$ cat config.mk
export PLATFORM = sky130hd
export DESIGN_NAME = ttc_pingpong_buf_ctrl_flat
export DESIGN_NICKNAME = d
export VERILOG_FILES = /design/src/rtl/ttc_pingpong_buf_ctrl_if.sv /design/src/rtl/ttc_pingpong_buf_ctrl.sv /design/src/flat_wrapper.sv
export SDC_FILE = /design/constraint.sdc
export NUM_CORES = 1
export LEC_CHECK = 0
export ABC_AREA = 1
export CORE_MARGIN = 2
export CORE_UTILIZATION = 45
export CTS_CLUSTER_SIZE = 16
export DETAILED_ROUTE_END_ITERATION = 16
export GPL_ROUTABILITY_DRIVEN = 0
export GPL_TIMING_DRIVEN = 0
export PLACE_DENSITY = 0.72
export SYNTH_ARGS = -nofsm -noshare
export SYNTH_HDL_FRONTEND = slang
export SYNTH_SLANG_ARGS = --single-unit
$ cat constraint.sdc
create_clock -name Clk -period 1.75 [get_ports Clk]
set_clock_uncertainty 0.05 [all_clocks]
set_input_delay 0.35 -clock Clk [delete_from_list [all_inputs] [get_ports Clk]]
set_output_delay 0.35 -clock Clk [all_outputs]
set_load 0.005 [all_outputs]
$ cat src/rtl/ttc_pingpong_buf_ctrl_if.sv
// Writer/CPU handshake bundle for the two-bank telecommand receive buffer controller.
// The master side (writer + CPU) drives requests; the slave side (controller) drives status.
interface ttc_pingpong_buf_ctrl_if #(
    parameter int AW    = 4,
    parameter int CNT_W = 16
);
    logic             WR_REQ;
    logic             WR_DONE;
    logic             WR_ABORT;
    logic             CPU_REL_A;
    logic             CPU_REL_B;
    logic             CLR_OVF;
    logic             WR_GRANT;
    logic             WR_BANK;
    logic [AW-1:0]    WR_BASE;
    logic             BANK_A_READY;
    logic             BANK_B_READY;
    logic             RD_BANK;
    logic             IRQ;
    logic             OVF_FLAG;
    logic [7:0]       OVF_CNT;
    logic [CNT_W-1:0] FRAME_CNT;

    modport master (
        output WR_REQ, WR_DONE, WR_ABORT, CPU_REL_A, CPU_REL_B, CLR_OVF,
        input  WR_GRANT, WR_BANK, WR_BASE, BANK_A_READY, BANK_B_READY,
               RD_BANK, IRQ, OVF_FLAG, OVF_CNT, FRAME_CNT
    );

    modport slave (
        input  WR_REQ, WR_DONE, WR_ABORT, CPU_REL_A, CPU_REL_B, CLR_OVF,
        output WR_GRANT, WR_BANK, WR_BASE, BANK_A_READY, BANK_B_READY,
               RD_BANK, IRQ, OVF_FLAG, OVF_CNT, FRAME_CNT
    );
endinterface

$ cat src/rtl/ttc_pingpong_buf_ctrl.sv
// Ping-pong ownership controller for the A/B telecommand receive buffer: grants a free bank
// per frame, commits good frames to the CPU with an IRQ, and counts frames dropped for lack of space.
module ttc_pingpong_buf_ctrl #(
    parameter int BANK_WORDS = 8,
    parameter int AW         = 4,
    parameter int CNT_W      = 16
) (
    input  logic                   Clk,
    input  logic                   Rst,
    ttc_pingpong_buf_ctrl_if.slave bus
);
    typedef enum logic [1:0] {BANK_FREE, BANK_FILL, BANK_READY} bank_st_t;
    typedef enum logic {ST_IDLE, ST_GRANT} fsm_st_t;

    localparam logic [AW-1:0] BASE_B = AW'(BANK_WORDS);

    fsm_st_t          fsm_reg, fsm_next;
    logic             wr_bank_reg;
    logic             next_bank_reg;
    logic             rd_bank_reg, rd_bank_next;
    logic             irq_reg;
    logic             ovf_flag_reg;
    logic [7:0]       ovf_cnt_reg;
    logic [CNT_W-1:0] frame_cnt_reg;

    logic [1:0] rel_req;
    logic [1:0] free_rel;
    logic [1:0] ready_reg;
    logic [1:0] ready_next;
    logic       alloc, commit, abort, drop;
    logic       sel_bank;

    assign rel_req = {bus.CPU_REL_B, bus.CPU_REL_A};

    // Per-bank state; releases are folded in before allocation sees the bank.
    generate
        for (genvar gi = 0; gi < 2; gi++) begin : g_bank
            bank_st_t bank_reg, bank_rel, bank_next;

            assign bank_rel = (rel_req[gi] && bank_reg == BANK_READY) ? BANK_FREE : bank_reg;

            always_comb begin
                bank_next = bank_rel;
                if (alloc && sel_bank == 1'(gi))
                    bank_next = BANK_FILL;
                else if (abort && wr_bank_reg == 1'(gi))
                    bank_next = BANK_FREE;
                else if (commit && wr_bank_reg == 1'(gi))
                    bank_next = BANK_READY;
            end

            always_ff @(posedge Clk or negedge Rst) begin
                if (!Rst) bank_reg <= BANK_FREE;
                else      bank_reg <= bank_next;
            end

            assign free_rel[gi]   = (bank_rel == BANK_FREE);
            assign ready_reg[gi]  = (bank_reg == BANK_READY);
            assign ready_next[gi] = (bank_next == BANK_READY);
        end
    endgenerate

    always_comb begin
        fsm_next = fsm_reg;
        alloc    = 1'b0;
        commit   = 1'b0;
        abort    = 1'b0;
        drop     = 1'b0;
        sel_bank = next_bank_reg;
        case (fsm_reg)
            ST_IDLE: begin
                if (bus.WR_REQ) begin
                    if (&free_rel)        sel_bank = next_bank_reg;
                    else if (free_rel[0]) sel_bank = 1'b0;
                    else                  sel_bank = 1'b1;
                    if (|free_rel) begin
                        alloc    = 1'b1;
                        fsm_next = ST_GRANT;
                    end else begin
                        drop = 1'b1;
                    end
                end
            end
            ST_GRANT: begin
                // Abort takes priority so a frame flagged bad is never handed to the CPU.
                if (bus.WR_ABORT) begin
                    abort    = 1'b1;
                    fsm_next = ST_IDLE;
                end else if (bus.WR_DONE) begin
                    commit   = 1'b1;
                    fsm_next = ST_IDLE;
                end
            end
            default: fsm_next = ST_IDLE;
        endcase
    end

    // With both banks READY the read pointer keeps naming the older commit.
    always_comb begin
        rd_bank_next = rd_bank_reg;
        case (ready_next)
            2'b01:   rd_bank_next = 1'b0;
            2'b10:   rd_bank_next = 1'b1;
            default: rd_bank_next = rd_bank_reg;
        endcase
    end

    always_ff @(posedge Clk or negedge Rst) begin
        if (!Rst) begin
            fsm_reg       <= ST_IDLE;
            wr_bank_reg   <= 1'b0;
            next_bank_reg <= 1'b0;
            rd_bank_reg   <= 1'b0;
            irq_reg       <= 1'b0;
            ovf_flag_reg  <= 1'b0;
            ovf_cnt_reg   <= 8'd0;
            frame_cnt_reg <= '0;
        end else begin
            fsm_reg     <= fsm_next;
            rd_bank_reg <= rd_bank_next;
            irq_reg     <= commit;
            if (alloc)
                wr_bank_reg <= sel_bank;
            if (commit) begin
                next_bank_reg <= ~wr_bank_reg;
                frame_cnt_reg <= frame_cnt_reg + 1'b1;
            end
            if (bus.CLR_OVF) begin
                ovf_flag_reg <= 1'b0;
                ovf_cnt_reg  <= 8'd0;
            end else if (drop) begin
                ovf_flag_reg <= 1'b1;
                if (ovf_cnt_reg != 8'hFF)
                    ovf_cnt_reg <= ovf_cnt_reg + 8'd1;
            end
        end
    end

    assign bus.WR_GRANT     = (fsm_reg == ST_GRANT);
    assign bus.WR_BANK      = wr_bank_reg;
    assign bus.WR_BASE      = wr_bank_reg ? BASE_B : '0;
    assign bus.BANK_A_READY = ready_reg[0];
    assign bus.BANK_B_READY = ready_reg[1];
    assign bus.RD_BANK      = rd_bank_reg;
    assign bus.IRQ          = irq_reg;
    assign bus.OVF_FLAG     = ovf_flag_reg;
    assign bus.OVF_CNT      = ovf_cnt_reg;
    assign bus.FRAME_CNT    = frame_cnt_reg;
endmodule
$ cat src/flat_wrapper.sv
// flat-port wrapper written by rule: the top's interface ports become plain ports
module ttc_pingpong_buf_ctrl_flat 
#(
    parameter int BANK_WORDS = 8,
    parameter int AW         = 4,
    parameter int CNT_W      = 16
)
  (Clk, Rst, bus_WR_REQ, bus_WR_DONE, bus_WR_ABORT, bus_CPU_REL_A, bus_CPU_REL_B, bus_CLR_OVF, bus_WR_GRANT, bus_WR_BANK, bus_WR_BASE, bus_BANK_A_READY, bus_BANK_B_READY, bus_RD_BANK, bus_IRQ, bus_OVF_FLAG, bus_OVF_CNT, bus_FRAME_CNT);
  ttc_pingpong_buf_ctrl_if #(.AW(AW), .CNT_W(CNT_W)) bus_i ();
  input  logic Clk;
  input  logic Rst;
  input wire logic [$bits(bus_i.WR_REQ)-1:0] bus_WR_REQ;
  input wire logic [$bits(bus_i.WR_DONE)-1:0] bus_WR_DONE;
  input wire logic [$bits(bus_i.WR_ABORT)-1:0] bus_WR_ABORT;
  input wire logic [$bits(bus_i.CPU_REL_A)-1:0] bus_CPU_REL_A;
  input wire logic [$bits(bus_i.CPU_REL_B)-1:0] bus_CPU_REL_B;
  input wire logic [$bits(bus_i.CLR_OVF)-1:0] bus_CLR_OVF;
  output wire logic [$bits(bus_i.WR_GRANT)-1:0] bus_WR_GRANT;
  output wire logic [$bits(bus_i.WR_BANK)-1:0] bus_WR_BANK;
  output wire logic [$bits(bus_i.WR_BASE)-1:0] bus_WR_BASE;
  output wire logic [$bits(bus_i.BANK_A_READY)-1:0] bus_BANK_A_READY;
  output wire logic [$bits(bus_i.BANK_B_READY)-1:0] bus_BANK_B_READY;
  output wire logic [$bits(bus_i.RD_BANK)-1:0] bus_RD_BANK;
  output wire logic [$bits(bus_i.IRQ)-1:0] bus_IRQ;
  output wire logic [$bits(bus_i.OVF_FLAG)-1:0] bus_OVF_FLAG;
  output wire logic [$bits(bus_i.OVF_CNT)-1:0] bus_OVF_CNT;
  output wire logic [$bits(bus_i.FRAME_CNT)-1:0] bus_FRAME_CNT;
  assign bus_i.WR_REQ = bus_WR_REQ;
  assign bus_i.WR_DONE = bus_WR_DONE;
  assign bus_i.WR_ABORT = bus_WR_ABORT;
  assign bus_i.CPU_REL_A = bus_CPU_REL_A;
  assign bus_i.CPU_REL_B = bus_CPU_REL_B;
  assign bus_i.CLR_OVF = bus_CLR_OVF;
  assign bus_WR_GRANT = bus_i.WR_GRANT;
  assign bus_WR_BANK = bus_i.WR_BANK;
  assign bus_WR_BASE = bus_i.WR_BASE;
  assign bus_BANK_A_READY = bus_i.BANK_A_READY;
  assign bus_BANK_B_READY = bus_i.BANK_B_READY;
  assign bus_RD_BANK = bus_i.RD_BANK;
  assign bus_IRQ = bus_i.IRQ;
  assign bus_OVF_FLAG = bus_i.OVF_FLAG;
  assign bus_OVF_CNT = bus_i.OVF_CNT;
  assign bus_FRAME_CNT = bus_i.FRAME_CNT;
  ttc_pingpong_buf_ctrl #(.BANK_WORDS(BANK_WORDS), .AW(AW), .CNT_W(CNT_W)) u_core (.Clk(Clk), .Rst(Rst), .bus(bus_i));
endmodule
final_congestion.png
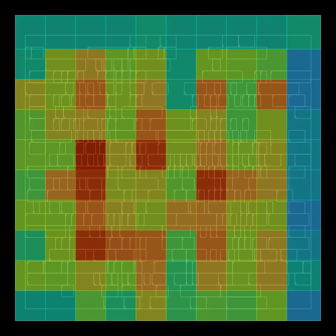
average wire length per cell after detail routing: 11.8 um
grt met3 use: 3.92%
utilization of the core after routing: 64.6%
gr busiest metal: met2

met2.png
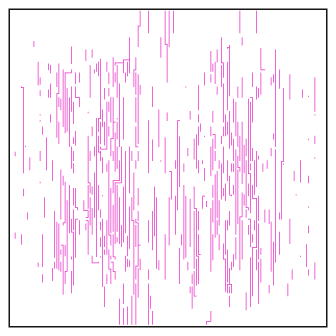
nets with wire on the layer: 254
main direction: vertical
wire length on this layer: 2100 um

met3.png
Cells faint in the background.
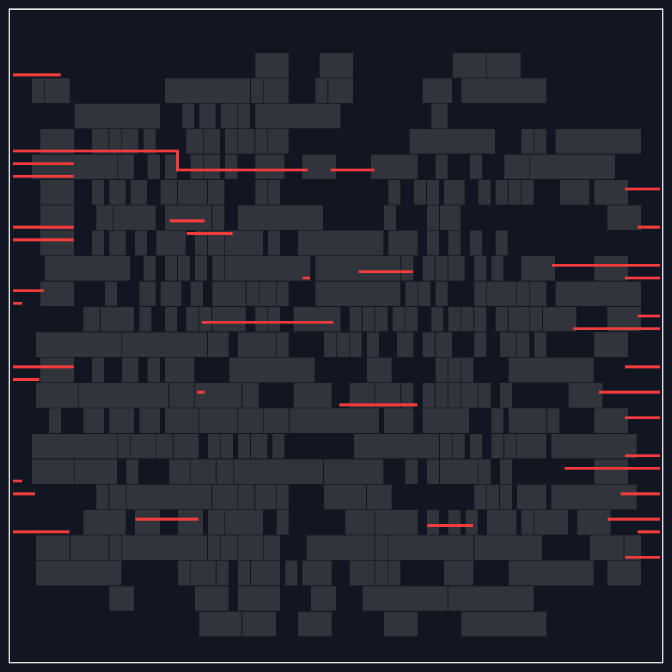
wire length on this layer: 208 um
longest straight run: 17.5 um

==> Slide: Implementation Results <==
Run Summary

Status
  • Outcome: finished, violations left
  • Failing checks: setup timing

Layout
  • Diode count: 0
  • Non-CTS buffers: 61
  • Syn-to-layout area delta: 35.3%
  • Count of multi-input combinational gates: 178
  • Fraction of final layout cells sized beyond drive strength 1: about 18%
  • Flop Count: 34
  • Number of flip-flops under the largest register name: 16
  • Fin nets: 321
  • Dominant logic cell types in the final layout: nand2_1 (69), clkdlybuf4s50_1 (31), dfrtp_1 (31)
  • Layout Cells excl Fill: 360
  • MI comb area: roughly 950 um2
  • Non-clock buffering overhead: 21.9%
  • Sequential cell area: 855 um2
  • Clk cell area share: 2.89%
  • Multi-input logic portion of the cell area: a little over a third
  • Number of signal-net inverters in the final layout: 30
  • Fill cells: 366
  • Flop share of the area: between 30% and 40%
  • Most numerous logic cell after layout: nand2_1
  • Largest cell class by area: multi-input combinational cells
  • Number of clock-tree buffers in the layout: 7
  • Design area: 2640 um2

Detailed routing
  • Number of remaining DRC errors: 0
  • Aggregate routed wire length: approximately 4200 um
  • Via-per-instance ratio: 4.90
  • Via count: roughly 1800
  • Routed length on met1: 1890 um
  • Count of routing violations after the opening detailed-route iteration: 60
  • Iteration count of the initial detailed-routing pass: 4
  • Uppermost layer routed: met4
  • Met2 layer wire length in the routed design: 2100 um
  • Remaining number of nets flagged by the antenna check after routing: 0
  • Met3 routed wirelength: 207 um

Setup path
  • Worst setup startpoint: u_core.bus.WR_GRANT
  • End of the worst register-to-register path: u_core.bus.RD_BANK
  • Critical path start-end classification: reg2reg
  • Worst Setup End Kind: flip-flop
  • R2R depth: 7
  • Critical path required time: 1.87 ns
  • Arrival time of the worst setup path: 1.89 ns
  • Beginning of the worst register-to-register path: u_core.bus.WR_GRANT
  • Endpoint of the most critical setup path: u_core.bus.RD_BANK
  • Critical path launch point type: flip-flop
  • Largest driver fanout on the critical path: 5
  • Internal reg-to-reg setup slack: -0.01 ns

Clocking
  • Clock root cell: clkbuf_8
  • Total clock buffers created by CTS: 5
  • CTS tree: done
  • Number of H-tree levels: 2
  • Number of hold buffers added after CTS: 0
  • Clock tree buffer depth: 2
  • Post-cts gate resize count: 7
  • Clock transition time at the flip-flop clock pins of the worst setup and hold paths: 0.07 ns
  • Total number of clock tree sinks: 34
  • Clock insertion delay at the later pin of the skew report: 0.28 ns
  • Count of buffers added by post-CTS timing repair for setup: 5

Placement
  • IO Port Bufs: 39
  • Setup WS pre-CTS: -0.598 ns
  • Cells after DPL: 337
  • DP Wirelength: 2910 um
  • Instance area after placement: roughly 2400 um2

Final timing
  • Minimum setup slack in the final design: -0.0127 ns
  • Setup repair after global routing missed its margin: yes
  • Number of hold violations in the final report: 0
  • Post-layout period usage: 101%
  • Setup TNS: -0.0127 ns
  • Hold Worst Slack: 0.0909 ns
  • Slew @ Worst Pin: 0.774 ns
  • Setup violation total in the final timing report: 1
  • Fin crit period: 1.76 ns
  • Max-slew violation count: 0
  • Slew HR: 48.4%
  • Achievable clock frequency: 567 MHz

Global routing
  • Antenna violations before repair: 0
  • GRT met1 Usage: 23.2%
  • Combined global-route utilization of all metal layers: 18.2%
  • Remaining global-route overflow: 0
  • Global-route wire length before repair: 7290 um
  • Met2 Resource Use GR: 30.9%
  • Pin count of the biggest net entering global routing: 35
  • Via count of the first global-routing pass: 1675

Power
  • Biggest consumer: sequential cells
  • Reg power frac: 41.0%
  • Combinational group share of total power: 39.6%
  • Switching Share: between 30% and 40%
  • Part of the power in the clock network: 19.5%
  • Combinational logic power: about 1100 uW
  • Power Internal: 1840 uW
  • VDD IR-drop max: 0.762 mV
  • Static leakage: ~0.0014 uW
  • Total power: 2790 uW
  • Clock-net power: 542 uW
  • P_seq: about 1100 uW
  • Net load switching power: 945 uW
  • Power density over the cells: 1060 nW/um2

Synthesis
  • Cell total in the yosys stat output: ~250
  • Adder share: 1.92%
  • Number of distinct library cells after synthesis: 31
  • Proportion of synthesized area in mux cells: 0.577%
  • Post-synthesis share of cell area spent on and-or and or-and gates: roughly 5.8%
  • Cell count after synthesis: 246
  • Combined area of all synthesized cells: 1950 um2
  • Seq/Total Area, Yosys: 43.6%
  • Average cell area after synthesis: around 7.9 um2
  • Fraction of the mapped netlist area in simple logic gates: 33.9%
  • Number of synthesized register bits: 34
  • Warnings, synthesis: 0
  • Dominant kind of combinational cell: simple AND/OR/NAND/NOR gates
  • XOR-XNOR Cells, Area Fraction: 5.39%
  • Summed standard-cell area reported by yosys: 1950 um2

Floorplanning
  • Number of ports placed on the die boundary: 43
  • Area of the core region: 4090 um2
  • Well tap count: 50
  • Cell row count: 23
  • Total die area: 4880 um2
  • Overall die height: 69.8 um
  • Core Density at Floorplan: 47.7%
  • Width of the die: about 70 um

Flow run
  • Number of maximum-capacitance violations: 0
  • Count of warning messages emitted by the tools: 28

Worst hold path
  • Min-delay worst type: in2async
registers.png
The bar under the picture is 20 um long.
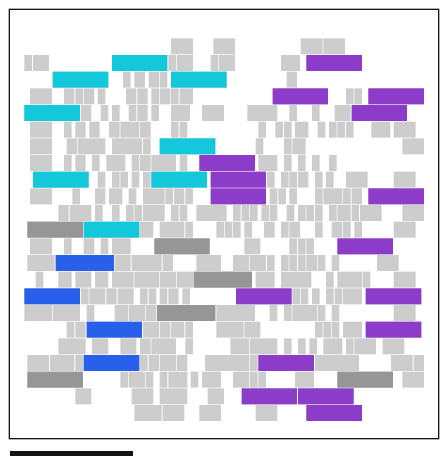
legend:
  purple:
    signal: u_core.bus.FRAME_CNT
    sequential_cells: 16
  blue:
    signal: u_core.g_bank.bank_reg
    sequential_cells: 4
  cyan:
    signal: u_core.bus.OVF_CNT
    sequential_cells: 8

met1.png
Cells faint in the background.
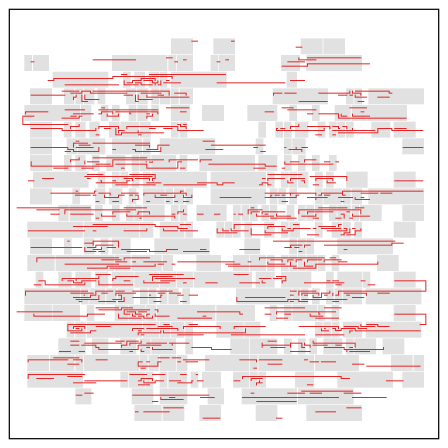
share of all routed wire: 44%
longest straight run: 19.8 um

-- cells in the mapped netlist, drive strengths merged --
cell type	instances	share of area, %
dfrtp	34	44
xor2	9	4.0
nor2	34	8.0
o22ai	1	0.32
mux2	1	0.58
ha	3	1.9
a21oi	4	1.0
nand4	2	0.96
nand2	74	15
clkbuf	1	0.19
nand3	28	8.6
o211ai	2	0.77
nand3b	2	1.4
o21ai	9	2.3
a21boi	1	0.58
buf	5	2.6
o21bai	2	0.77
conb	1	0.19
clkinv	1	0.26
inv	29	5.6
xnor2	3	1.3
-- critical path, cell delays in order, from the launching register on --
cell	delay, ns
dfrtp_2	0.46
buf_6	0.14
nor2_4	0.12
o211ai_1	0.14
nand2_2	0.12
nor2_2	0.04
ha_1	0.27
mux2_2	0.32
Power and IR drop assume default switching activity.
